### src/rtl/rom_msg_sequencer.sv
// ROM message sequencer: walks a combinational character ROM from address 0 and
// streams each byte to a valid/ready character sink. A message ends at MSG_LEN
// characters or, optionally, at the first NUL byte. It supports an optional
// inter-character gap and auto-repeat.
module rom_msg_sequencer #(
  parameter int unsigned ADDR_W      = 4,
  parameter int unsigned DATA_W      = 8,
  parameter int unsigned MSG_LEN     = 8,
  parameter int unsigned GAP_CYCLES  = 0,
  parameter int unsigned STOP_ON_NUL = 1
) (
  input  logic              clk,
  input  logic              rst_n,
  input  logic              start,
  input  logic              abort,
  input  logic              repeat_en,
  output logic [ADDR_W-1:0] rom_addr,
  input  logic [DATA_W-1:0] rom_data,
  output logic [DATA_W-1:0] tx_data,
  output logic              tx_valid,
  input  logic              tx_ready,
  output logic              busy,
  output logic              done,
  output logic [ADDR_W:0]   char_count
);

  // Gap counter only has to hold GAP_CYCLES-1.
  localparam int unsigned   GapW      = (GAP_CYCLES > 2) ? $clog2(GAP_CYCLES) : 1;
  localparam logic [GapW-1:0] GapLoad = GapW'((GAP_CYCLES > 0) ? (GAP_CYCLES - 1) : 0);
  localparam logic [ADDR_W:0] LastCount = (ADDR_W + 1)'(MSG_LEN);

  typedef enum logic [2:0] {StIdle, StFetch, StSend, StGap, StDone} state_e;

  state_e              state_q, state_d;
  logic [ADDR_W-1:0]   addr_q, addr_d;
  logic [DATA_W-1:0]   data_q, data_d;
  logic                valid_q, valid_d;
  logic [ADDR_W:0]     count_q, count_d;
  logic [GapW-1:0]     gap_q, gap_d;
  logic                handshake;

  assign handshake = (state_q == StSend) && valid_q && tx_ready;

  // Next-state logic; abort overrides every state but still credits an accepted character.
  always_comb begin
    state_d = state_q;
    addr_d  = addr_q;
    data_d  = data_q;
    valid_d = valid_q;
    count_d = count_q;
    gap_d   = gap_q;
    if (abort) begin
      state_d = StIdle;
      valid_d = 1'b0;
      if (handshake) begin
        count_d = count_q + (ADDR_W + 1)'(1);
      end
    end else begin
      unique case (state_q)
        StIdle: begin
          if (start) begin
            addr_d  = '0;
            count_d = '0;
            state_d = StFetch;
          end
        end
        StFetch: begin
          if ((STOP_ON_NUL != 0) && (rom_data == '0)) begin
            state_d = StDone;
          end else begin
            data_d  = rom_data;
            valid_d = 1'b1;
            state_d = StSend;
          end
        end
        StSend: begin
          if (tx_ready) begin
            valid_d = 1'b0;
            count_d = count_q + (ADDR_W + 1)'(1);
            if (count_d == LastCount) begin
              // Last character: address is left in place so it never wraps.
              state_d = StDone;
            end else begin
              addr_d = addr_q + ADDR_W'(1);
              if (GAP_CYCLES > 0) begin
                gap_d   = GapLoad;
                state_d = StGap;
              end else begin
                state_d = StFetch;
              end
            end
          end
        end
        StGap: begin
          if (gap_q == '0) begin
            state_d = StFetch;
          end else begin
            gap_d = gap_q - GapW'(1);
          end
        end
        StDone: begin
          if (repeat_en) begin
            addr_d  = '0;
            count_d = '0;
            state_d = StFetch;
          end else begin
            state_d = StIdle;
          end
        end
        default: state_d = StIdle;
      endcase
    end
  end

  // State and datapath registers with synchronous active-low reset.
  always_ff @(posedge clk) begin
    if (!rst_n) begin
      state_q <= StIdle;
      addr_q  <= '0;
      data_q  <= '0;
      valid_q <= 1'b0;
      count_q <= '0;
      gap_q   <= '0;
    end else begin
      state_q <= state_d;
      addr_q  <= addr_d;
      data_q  <= data_d;
      valid_q <= valid_d;
      count_q <= count_d;
      gap_q   <= gap_d;
    end
  end

  assign rom_addr   = addr_q;
  assign tx_data    = data_q;
  assign tx_valid   = valid_q;
  assign char_count = count_q;
  assign busy       = (state_q != StIdle);
  assign done       = (state_q == StDone);

endmodule
### config.mk
export PLATFORM = sky130hd
export DESIGN_NAME = rom_msg_sequencer
export DESIGN_NICKNAME = d
export VERILOG_FILES = /design/src/rtl/rom_msg_sequencer.sv
export SDC_FILE = /design/constraint.sdc
export NUM_CORES = 1
export LEC_CHECK = 0
export CAP_MARGIN = 20
export CORE_ASPECT_RATIO = 1.25
export CORE_MARGIN = 2
export CORE_UTILIZATION = 50
export DETAILED_ROUTE_END_ITERATION = 12
export PLACE_DENSITY = 0.83
export SYNTH_ARGS = -nofsm -noshare
export SYNTH_HDL_FRONTEND = slang
export SYNTH_SLANG_ARGS = --single-unit
### constraint.sdc
create_clock -name clk -period 3.7 [get_ports clk]
set_clock_uncertainty 0.1 [all_clocks]
set_input_delay 0.74 -clock clk [delete_from_list [all_inputs] [get_ports clk]]
set_output_delay 0.74 -clock clk [all_outputs]
set_load 0.1 [all_outputs]
Metal 1:
The bar under the picture is 10 µm long.
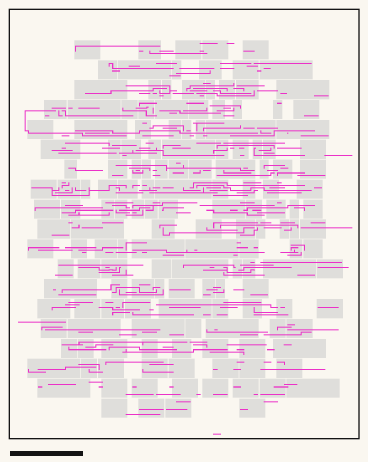
The layer holds 44% of the routed length. The layer carries 1190 µm of wire. 159 nets have wire on it. The longest straight run is 15.6 µm.
final WL: 2710 µm
GR Util met1: 24.0%
routed vias: 1073

M2 wires:
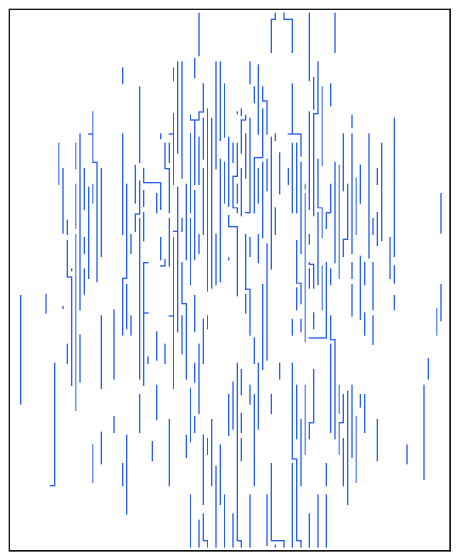
The longest straight run is 19.7 µm. The layer carries 1400 µm of wire. The layer holds 52% of the routed length.
met2 Track Usage GR: 34.7%

-- cell usage after synthesis, drive strengths merged --
library cell	n	area, µm²
ha	3	37.5
mux2i	10	100
o2bb2ai	1	8.76
and3b	1	8.76
and3	1	6.26
a221oi	1	26.3
a2bb2oi	1	15.0
o21a	1	8.76
nor3b	5	42.5
a32oi	1	8.76
nand2	10	37.5
a21o	3	22.5
a21oi	3	15.0
nor2	8	30.0
o31a	1	8.76
nor2b	13	81.3
a41oi	1	8.76
nor4	1	21.3
nor4b	2	23.8
a41o	1	21.3
nand3	8	40.0
a32o	1	10.0
nand4	1	6.26
o21ai	4	23.8
clkbuf	6	23.8
or2	1	6.26
a211oi	2	15.0
o221ai	3	26.3
o211a	1	10.0
or4	2	15.0
nand2b	3	18.8
nand4b	1	8.76
dfxtp	21	420
a21boi	1	7.51
inv	2	7.51
nor3	3	15.0
-- placed cells by master, fill, tap and decap left out, types with 2 or more instances in the layout --
master | Yosys | layout
nand3_1 | 8 | 8
a21o_1 | 3 | 3
buf_4 | 0 | 3
nor2_1 | 8 | 8
a21oi_1 | 3 | 3
nor3b_1 | 4 | 4
dfxtp_1 | 21 | 21
ha_1 | 3 | 3
clkdlybuf4s50_1 | 0 | 31
o21ai_0 | 3 | 3
nand2b_1 | 3 | 3
o221ai_1 | 3 | 3
inv_1 | 2 | 2
nor3_1 | 3 | 3
or4_1 | 2 | 2
a211oi_1 | 2 | 2
mux2i_1 | 10 | 10
nand2_1 | 10 | 10
nor2b_1 | 13 | 13
clkbuf_4 | 0 | 3
-- layout make-up --
class,count,area (µm²)
clock buffers,3,22.5
clock inverters,1,5.00
fillers,196,672
inverters,2,7.51
multi-input cells,99,736
flip-flops and latches,21,420
well taps,31,38.8
repair buffers,34,333
==> flow_metrics.py <==
# Generated from Yosys and OpenROAD reports
metrics = {
    "die": {
        "core_area_um2": 2230,
        "die_w_um": 47.6,
        "initCoreUtil_pct": 53.1,
        "ioPinCount": 34,
    },
    "placed_design": {
        "place_ws_ns": 0.946,
        "dpl-instance-area_um2": 1540,
        "port_buffers": 33,
    },
    "setup_path": {
        "path_delay_family": "buffers and inverters",
        "cpPeakStageDelay_ns": 1.20,
        "rr_endpoint": "char_count[2]",
        "crit_start": "char_count[0]",
        "critPathArrivalTime_ns": 1.99,
        "cp-start-kind": "flip-flop",
        "cp_num_buf_inv": 1,
        "cp-endpoint": "char_count[0]",
        "ff2ff_setup_slack_ns": 1.61,
        "regToRegStartpoint": "state_q[1]",
    },
    "global_routing": {
        "grt_start_max_net_pins": 29,
        "grt_overflow": 0,
        "use_met3_pct": 3.68,
    },
    "clock_network": {
        "root_buffer": "clkbuf_4",
        "clock_path_buffers": 2,
        "numCtsBuffers": 3,
        "post_cts_resized": 0,
        "cts_htree_levels": 1,
        "ctsHoldBuffers": 0,
        "cts_tree": "yes",
        "clkLatencyLatePin_ns": 0.29,
        "cts_num_sinks": 21,
    },
    "sta": {
        "hold-worst-slack_ns": 0.432,
        "setup_violations": 0,
        "min_period_ns": 2.83,
        "timing.final.ws_setup_ns": 0.865,
        "max_clock_freq_mhz": 353,
        "slew_viol_final": 0,
        "max_slew_margin_pct": 34.7,
        "rsz0062_at_grt": "false",
        "worst_slew_pin_slew_ns": 0.976,
    },
    "layout": {
        "final_core_util_pct": 69.9,
        "fin_area_um2": 1560,
        "final_cells": 191,
        "n_antenna_cell": 0,
    },
    "run": {
        "warnings": 27,
    },
    "power_and_ir_drop": {
        "pg_clk_mw": 0.107,
        "clockPowerShare_pct": 24.7,
        "seqPwrFrac_pct": 54.2,
        "power.density_nw_per_um2": 278,
        "p_switching_mw": 0.129,
        "intPower_mw": 0.305,
    },
    "detailed_routing": {
        "first_pass_iters": 4,
        "drt-wirelength-per-cell_um": 14.2,
        "ant_nets": 0,
        "drtIter0Drc": 25,
        "wl_met3_um": 99,
        "drc": 0,
        "m1WireLength_um": 1190,
    },
    "synthesis": {
        "ys_types": 40,
        "postSynthSeqShare_pct": 35.4,
        "fp_nets": 145,
        "ys_sh_aoi_pct": 19.9,
        "synth_warnings": 0,
        "ys_seq_elements": 21,
        "synthCells": 128,
    },
    "hold_path": {
        "holdPathEnd": "tx_data[0]",
        "worstHoldStart": "tx_data[0]",
        "hold_depth": 2,
        "holdCritPathClass": "flip-flop to flip-flop",
    },
    "status": {
        "status": "complete, no violations",
    },
}
